**src/rtl/dsdmnist_pkg.sv**
```systemverilog
// Shared widths, layer scale constants and the round/clip helper for the requantiser.
package dsdmnist_pkg;

    localparam int unsigned ACC_W  = 25;
    localparam int unsigned K_W    = 33;
    localparam int unsigned FRAC   = 32;
    localparam int unsigned OUT_W  = 8;
    localparam int unsigned NCH    = 16;
    localparam int unsigned CH_W   = $clog2(NCH);

    // Product, rounding-sum and rounded-result widths.
    localparam int unsigned PROD_W = ACC_W + K_W;
    localparam int unsigned RND_W  = PROD_W + 1;
    localparam int unsigned R_W    = RND_W - FRAC;

    // Layer scale constants, signed Q1.32.
    localparam logic signed [K_W-1:0] K1 = 33'sh0_00A3_E3B6;
    localparam logic signed [K_W-1:0] K2 = 33'sh0_0230_FB0F;

    // Half an LSB of the output scale, added before the arithmetic shift.
    localparam logic signed [RND_W-1:0] RND_HALF = RND_W'(64'd1 << (FRAC - 1));

    // Clip bounds held at the full rounded width.
    localparam logic signed [R_W-1:0] S_HI = R_W'(2 ** (OUT_W - 1) - 1);
    localparam logic signed [R_W-1:0] S_LO = R_W'(-(2 ** (OUT_W - 1)));
    localparam logic signed [R_W-1:0] U_HI = R_W'(2 ** OUT_W - 1);
    localparam logic signed [R_W-1:0] U_LO = '0;

    // Requantised result plus its clip flag.
    typedef struct packed {
        logic             sat;
        logic [OUT_W-1:0] res;
    } rc_t;

    // Round half toward +inf, then saturate to the selected signed/unsigned range.
    function automatic rc_t round_clip(input logic signed [PROD_W-1:0] prod,
                                       input logic                     signed_out);
        logic signed [RND_W-1:0] sum;
        logic signed [R_W-1:0]   r;
        logic signed [R_W-1:0]   hi;
        logic signed [R_W-1:0]   lo;
        rc_t                     rc;
        sum    = $signed({prod[PROD_W-1], prod}) + RND_HALF;
        r      = R_W'(sum >>> FRAC);
        hi     = signed_out ? S_HI : U_HI;
        lo     = signed_out ? S_LO : U_LO;
        rc.sat = 1'b0;
        rc.res = OUT_W'(r);
        if (r > hi) begin
            rc.sat = 1'b1;
            rc.res = OUT_W'(hi);
        end else if (r < lo) begin
            rc.sat = 1'b1;
            rc.res = OUT_W'(lo);
        end
        return rc;
    endfunction

endpackage

```
**src/rtl/dsdmnist_ktable.sv**
```systemverilog
// Per-channel scale constant register file: one write port, asynchronous read.
module dsdmnist_ktable #(
    parameter  int unsigned K_W  = dsdmnist_pkg::K_W,
    parameter  int unsigned NCH  = dsdmnist_pkg::NCH,
    localparam int unsigned CH_W = $clog2(NCH)
) (
    input  logic            clk_i,
    input  logic            rst_ni,
    input  logic            wr_i,
    input  logic [CH_W-1:0] waddr_i,
    input  logic [K_W-1:0]  wdata_i,
    input  logic [CH_W-1:0] raddr_i,
    output logic [K_W-1:0]  rd_data_c
);

    logic [K_W-1:0] tbl_q [NCH];

    // Entry update at the clock edge; a same-cycle reader still sees the old value.
    always_ff @(posedge clk_i or negedge rst_ni) begin
        if (!rst_ni) begin
            for (int unsigned i = 0; i < NCH; i++) begin
                tbl_q[i] <= '0;
            end
        end else if (wr_i) begin
            tbl_q[waddr_i] <= wdata_i;
        end
    end

    // Combinational lookup for the sample entering S1.
    always_comb begin
        rd_data_c = tbl_q[raddr_i];
    end

endmodule

```
**src/rtl/dsdmnist_requant.sv**
```systemverilog
// Three-stage requantiser: ReLU + constant lookup, signed multiply, round + clip.
module dsdmnist_requant #(
    parameter  int unsigned ACC_W = dsdmnist_pkg::ACC_W,
    parameter  int unsigned K_W   = dsdmnist_pkg::K_W,
    parameter  int unsigned FRAC  = dsdmnist_pkg::FRAC,
    parameter  int unsigned OUT_W = dsdmnist_pkg::OUT_W,
    parameter  int unsigned NCH   = dsdmnist_pkg::NCH,
    localparam int unsigned CH_W  = $clog2(NCH)
) (
    input  logic                    i_CLK,
    input  logic                    i_RST_n,
    input  logic                    i_K_WR,
    input  logic [CH_W-1:0]         i_K_ADDR,
    input  logic [K_W-1:0]          i_K_DATA,
    input  logic                    i_RELU_EN,
    input  logic                    i_SIGNED_OUT,
    input  logic                    i_VALID,
    output logic                    o_READY,
    input  logic signed [ACC_W-1:0] i_ACC,
    input  logic [CH_W-1:0]         i_CH,
    output logic                    o_VALID,
    input  logic                    i_READY,
    output logic [OUT_W-1:0]        o_RESULT,
    output logic                    o_SAT
);

    localparam int unsigned PROD_W = ACC_W + K_W;

    // Global advance: every stage moves when the output slot is empty or draining.
    logic adv_c;

    logic [K_W-1:0]          k_rd_c;
    logic signed [ACC_W-1:0] s1_acc_d;

    logic                    s1_valid_q;
    logic signed [ACC_W-1:0] s1_acc_q;
    logic signed [K_W-1:0]   s1_k_q;
    logic                    s1_signed_q;

    logic signed [PROD_W-1:0] s2_prod_d;
    logic                     s2_valid_q;
    logic signed [PROD_W-1:0] s2_prod_q;
    logic                     s2_signed_q;

    dsdmnist_pkg::rc_t rc_c;

    logic                    out_valid_q;
    logic [OUT_W-1:0]        result_q;
    logic                    sat_q;

    // Advance enable and upstream ready.
    always_comb begin
        adv_c   = ~out_valid_q | i_READY;
        o_READY = adv_c;
    end

    dsdmnist_ktable #(
        .K_W (K_W),
        .NCH (NCH)
    ) u_ktable (
        .clk_i     (i_CLK),
        .rst_ni    (i_RST_n),
        .wr_i      (i_K_WR),
        .waddr_i   (i_K_ADDR),
        .wdata_i   (i_K_DATA),
        .raddr_i   (i_CH),
        .rd_data_c (k_rd_c)
    );

    // ReLU on the incoming accumulator.
    always_comb begin
        s1_acc_d = i_ACC;
        if (i_RELU_EN && i_ACC[ACC_W-1]) begin
            s1_acc_d = '0;
        end
    end

    // S1: capture the ReLU'd accumulator, its constant and the output mode.
    always_ff @(posedge i_CLK or negedge i_RST_n) begin
        if (!i_RST_n) begin
            s1_valid_q  <= 1'b0;
            s1_acc_q    <= '0;
            s1_k_q      <= '0;
            s1_signed_q <= 1'b0;
        end else if (adv_c) begin
            s1_valid_q <= i_VALID;
            if (i_VALID) begin
                s1_acc_q    <= s1_acc_d;
                s1_k_q      <= $signed(k_rd_c);
                s1_signed_q <= i_SIGNED_OUT;
            end
        end
    end

    // Full-width signed product; cannot overflow PROD_W.
    always_comb begin
        s2_prod_d = PROD_W'(s1_acc_q) * PROD_W'(s1_k_q);
    end

    // S2: product register, mode travels alongside.
    always_ff @(posedge i_CLK or negedge i_RST_n) begin
        if (!i_RST_n) begin
            s2_valid_q  <= 1'b0;
            s2_prod_q   <= '0;
            s2_signed_q <= 1'b0;
        end else if (adv_c) begin
            s2_valid_q <= s1_valid_q;
            if (s1_valid_q) begin
                s2_prod_q   <= s2_prod_d;
                s2_signed_q <= s1_signed_q;
            end
        end
    end

    // Round and clip the S2 product.
    always_comb begin
        rc_c = dsdmnist_pkg::round_clip(s2_prod_q, s2_signed_q);
    end

    // S3: output register; bubbles load zero so o_RESULT/o_SAT are clean when idle.
    always_ff @(posedge i_CLK or negedge i_RST_n) begin
        if (!i_RST_n) begin
            out_valid_q <= 1'b0;
            result_q    <= '0;
            sat_q       <= 1'b0;
        end else if (adv_c) begin
            out_valid_q <= s2_valid_q;
            if (s2_valid_q) begin
                result_q <= rc_c.res;
                sat_q    <= rc_c.sat;
            end else begin
                result_q <= '0;
                sat_q    <= 1'b0;
            end
        end
    end

    // Output drive.
    always_comb begin
        o_VALID  = out_valid_q;
        o_RESULT = result_q;
        o_SAT    = sat_q;
    end

endmodule

```
**config.mk**
```make
export PLATFORM = sky130hd
export DESIGN_NAME = dsdmnist_requant
export DESIGN_NICKNAME = d
export VERILOG_FILES = /design/src/rtl/dsdmnist_pkg.sv /design/src/rtl/dsdmnist_ktable.sv /design/src/rtl/dsdmnist_requant.sv
export SDC_FILE = /design/constraint.sdc
export NUM_CORES = 2
export LEC_CHECK = 0
export ABC_AREA = 0
export CORE_UTILIZATION = 59
export DETAILED_ROUTE_END_ITERATION = 12
export GPL_TIMING_DRIVEN = 0
export MAX_ROUTING_LAYER = met4
export PLACE_DENSITY = 0.79
export SLEW_MARGIN = 20
export SYNTH_ARGS = -nofsm -noshare
export SYNTH_HDL_FRONTEND = slang
export SYNTH_SLANG_ARGS = --single-unit
export TNS_END_PERCENT = 10
```
**constraint.sdc**
```tcl
create_clock -name i_CLK -period 7.4 [get_ports i_CLK]
set_input_delay 1.48 -clock i_CLK [delete_from_list [all_inputs] [get_ports i_CLK]]
set_output_delay 1.48 -clock i_CLK [all_outputs]
set_load 0.1 [all_outputs]
```
Figure 1. PDN straps and rails.
Drawn at 1.5 px/micron. Pins as bars on the die edge. Tap cells in gray.
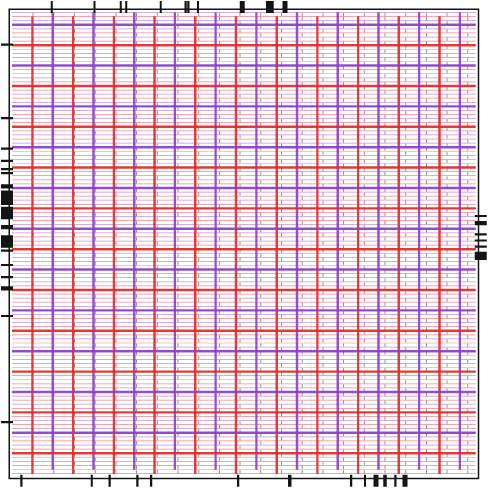
| color | net |
|---|---|
| red | VSS |
| purple | VDD |
rows: 113
signal pins: 84
tap cells: 1265
met5 straps: 22
met4 straps: 22
height of the die: 312 microns
die span in x: 312 microns

Figure 2. Cell classes on the final placement.
Drawn at 1.5 px/micron. Fill, decap, tap and diode cells in gray.
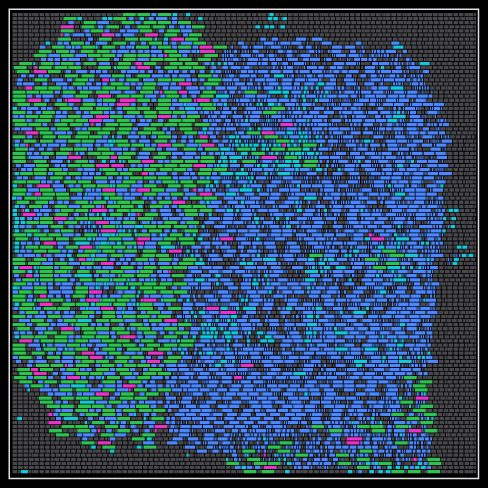
| color | class | cells |
|---|---|---|
| magenta | clock drivers and dummy loads | 115 |
| blue | remaining logic cells | 4000 |
| green | registers | 627 |
| cyan | remaining buffers and delay cells | 520 |

==> flow report <==
SYNTHESIS
--------------------------------------------------------------------------------------------------
Ys flop type                                                                          sky130_fd_sc_hd__dfrtp_1
Mapped cell area                                                                       56600 sq um
Fraction of synthesis flops using an asynchronous set or reset pin                            100%
Syn Area/Cell                                                                           11.5 sq um
Net count after synthesis                                                                     6015
Distinct lib cells used                                                                         65
Yosys cell count                                                                              4925
Seq/Total Area, Yosys                                                                        27.7%
Number of flops mapped to enable cells by yosys                                                  0
Number of warnings reported in the yosys synthesis log                                           0
Synth Register Bits                                                                            627
Yosys chip area                                                                        56600 sq um

CLOCKING
--------------------------------------------------------------------------------------------------
CTS HTree Levels                                                                                 3
Hold bufs inserted after CTS                                                                     0
Number of sinks handled by clock tree synthesis                                                627
Clock transition time at the flip-flop clock pins of the worst setup and hold paths          70 ps
Total clock buffers created by CTS                                                              66
Buffers from clock root to sink, at most                                                         3
Clock tree from TritonCTS                                                                     done
Root buffer cell                                                                      sky130_fd_sc_hd__clkbuf_16
Post CTS Setup Buffer Count                                                                    135
Cells resized by post-CTS repair                                                               457

STA
--------------------------------------------------------------------------------------------------
Hold violation total from the final report                                                       0
Min setup slack post-route                                                                 -487 ps
Part of the cycle the worst path needs                                                        107%
Highest achievable clock rate                                                              127 MHz
Tightest slew margin relative to the limit                                                   17.1%
Count of final setup violators                                                                  16
Worst Hold Margin                                                                           485 ps
Setup repair after global routing missed its margin                                           true
Setup TNS                                                                                 -4370 ps
Pins over their slew limit                                                                       0
Worst slew pin tran                                                                        1240 ps

WORST SETUP PATH
--------------------------------------------------------------------------------------------------
Kind of end point of the critical path                                                   flip-flop
Register-to-Register Path Depth                                                                 25
Worst reg2reg setup slack                                                                  -490 ps
Worst Path Buf+Inv                                                                               5
Worst endpoint data arrival time                                                           8370 ps
Crit Path Max Fanout                                                                            10
Worst path depth                                                                                25
Worst Path Required                                                                        7890 ps
Cell occurring most often along the worst timing path                                 sky130_fd_sc_hd__fa_1
CP Launch Type                                                                           flip-flop
Setup CP Type                                                                         flip-flop to flip-flop
Worst setup path end                                                                  s2_prod_q[56]
Endpoint of the lowest-slack register-to-register path                                s2_prod_q[56]
Critical path origin                                                                  s1_acc_q[23]

RUN STATUS
--------------------------------------------------------------------------------------------------
Outcome                                                                               finished with violations
Failing checks                                                                        negative setup slack

MIN PATH
--------------------------------------------------------------------------------------------------
Class of the tightest hold or removal check                                           flip-flop to flip-flop
WHS Path Cells                                                                                   2
Worst min-delay path endpoint                                                           s1_valid_q
Hold path startpoint                                                                    s1_valid_q

GLOBAL ROUTING
--------------------------------------------------------------------------------------------------
Met2 track demand over resource in global routing                                            55.6%
GRT Overall Usage                                                                            38.4%
Most Used Layer, Global Route                                                                 met2
Via count of the first global-routing pass                                                   43500
Global-route wire length before repair                                                267000 microns
Maximum number of pins on one net before global-route repair                                   102
Met3 layer usage reported by global route                                                    12.5%
Total global routing overflow                                                                    0
Met1 Use GR                                                                                  46.5%
Initial antenna violation count                                                                 13

FINISH
--------------------------------------------------------------------------------------------------
Multi-input combinational cell area                                                    37000 sq um
Final cell count without fillers                                                              6547
Number of flip-flops in the largest register                                                   528
Final-layout fill cell count                                                                  6683
Area Overhead vs Synth                                                                       13.7%
Net count reported at finish                                                                  6305
Register bank with the most flops                                                     u_ktable.tbl_q
Largest regs                                                                          u_ktable.tbl_q x528, s1_k_q x33, s2_prod_q x27
Finished Cell Area                                                                     64400 sq um
Fraction of layout instances using a drive strength above 1                                  24.0%
Leading cell types in the layout, fill and taps excluded                              sky130_fd_sc_hd__fa_1, sky130_fd_sc_hd__inv_1, sky130_fd_sc_hd__dfrtp_1, sky130_fd_sc_hd__mux2_2, sky130_fd_sc_hd__nand2_1
Utilization after layout                                                                     67.8%
Top cell excl fill/tap                                                                sky130_fd_sc_hd__fa_1

FLOORPLANNING
--------------------------------------------------------------------------------------------------
Fp_density                                                                                   59.6%
Area of the placeable core                                                             95000 sq um
Std-Cell Rows                                                                                  113
Area of the die                                                                        97200 sq um
Top-level port count                                                                            84

ROUTING
--------------------------------------------------------------------------------------------------
Via/cell ratio                                                                                6.16
Routed length per placed instance                                                     27.0 microns
Topmost layer with routed signal wires                                                        met4
First-pass iteration count of the detailed router                                                9
Met3 wire length                                                                      21200 microns
Final ANT Viol Nets                                                                              0
Number of remaining DRC errors                                                                   0
M1 WL                                                                                 62500 microns
Wirelength, routed                                                                    177000 microns
Detail Route met2 WL                                                                  78600 microns
Violation count after the first detailed-routing iteration                                    4171
Total vias in the final route                                                                40300

PLACE
--------------------------------------------------------------------------------------------------
IO Port Bufs                                                                                    79
Dpl hpwl                                                                              127000 microns
Cell area after placement                                                              59200 sq um
Routability cong.                                                                             1.13

RUN
--------------------------------------------------------------------------------------------------
Number of logged tool warnings                                                                  32
Number of max-cap violations                                                                     0

Figure 3. Clock distribution.
Drawn at 1 px/micron.
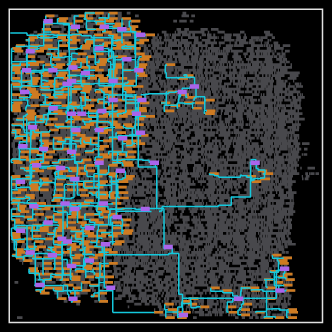
[purple] clock-net drivers | count: 66
[cyan] clock wires | length: 7990 microns
[orange] flip-flops | count: 627
routed clock nets: 67
Worst Clk Skew: 35.6 ps
clock insertion delay at the later pin of the skew report: 630 ps

[cells by family (layout without fill, tap and decap cells)]
kind of cell / after synthesis / count (layout) / share of synthesized area (%)
muxes: 731 / 731 / 17.8
adders and majority gates: 1017 / 1017 / 33.6
AOI/OAI and AO/OA: 235 / 235 / 2.53
other: 0 / 20 / 0
xor gates and xnor gates: 63 / 63 / 0.975
and+or+nand+nor: 1122 / 1122 / 9.83
DFF: 627 / 627 / 27.7
buffers and inverters: 1130 / 1467 / 7.50
[cell usage after synthesis, types with 3 or more instances]
library cell | n | share of area (%)
sky130_fd_sc_hd__o31ai_1 | 5 | 0.066
sky130_fd_sc_hd__o22ai_1 | 3 | 0.033
sky130_fd_sc_hd__o21a_1 | 8 | 0.11
sky130_fd_sc_hd__o2111ai_1 | 3 | 0.046
sky130_fd_sc_hd__nor3b_1 | 3 | 0.040
sky130_fd_sc_hd__nor2_1 | 73 | 0.48
sky130_fd_sc_hd__a31oi_1 | 4 | 0.044
sky130_fd_sc_hd__dfrtp_1 | 627 | 28
sky130_fd_sc_hd__xnor2_1 | 39 | 0.60
sky130_fd_sc_hd__o21ai_1 | 8 | 0.071
sky130_fd_sc_hd__and3_1 | 4 | 0.044
sky130_fd_sc_hd__nor3_1 | 16 | 0.14
sky130_fd_sc_hd__inv_1 | 831 | 5.5
sky130_fd_sc_hd__ha_1 | 176 | 3.9
sky130_fd_sc_hd__mux4_2 | 165 | 6.6
sky130_fd_sc_hd__fa_1 | 841 | 30
sky130_fd_sc_hd__buf_1 | 14 | 0.093
sky130_fd_sc_hd__nand2b_1 | 20 | 0.22
sky130_fd_sc_hd__a2111o_1 | 3 | 0.060
sky130_fd_sc_hd__nand3_1 | 27 | 0.24
sky130_fd_sc_hd__nor2b_1 | 14 | 0.15
sky130_fd_sc_hd__xor2_1 | 24 | 0.37
sky130_fd_sc_hd__mux2_2 | 564 | 11
sky130_fd_sc_hd__a211oi_1 | 4 | 0.053
sky130_fd_sc_hd__o211ai_1 | 4 | 0.053
sky130_fd_sc_hd__nand2_1 | 524 | 3.5
sky130_fd_sc_hd__a21oi_1 | 59 | 0.52
sky130_fd_sc_hd__or3_1 | 6 | 0.066
sky130_fd_sc_hd__nand4_1 | 19 | 0.21
sky130_fd_sc_hd__and2_1 | 398 | 4.4
sky130_fd_sc_hd__nor4_4 | 3 | 0.11
sky130_fd_sc_hd__nand3b_1 | 3 | 0.040
sky130_fd_sc_hd__o21ai_0 | 83 | 0.73
sky130_fd_sc_hd__clkbuf_1 | 280 | 1.9
sky130_fd_sc_hd__buf_2 | 4 | 0.035
sky130_fd_sc_hd__o21bai_1 | 5 | 0.066
sky130_fd_sc_hd__a22o_1 | 7 | 0.11
sky130_fd_sc_hd__a21o_1 | 24 | 0.32
[cell type report]
type / instances / area share, %
antenna: 20 / 0.0777
buffer: 289 / 3.61
clock buffer: 92 / 2.92
clock inverter: 23 / 0.571
inverter: 832 / 4.87
multi-input combinational: 3168 / 57.5
sequential: 627 / 24.5
tap: 1265 / 2.46
timing repair buffer: 231 / 3.50
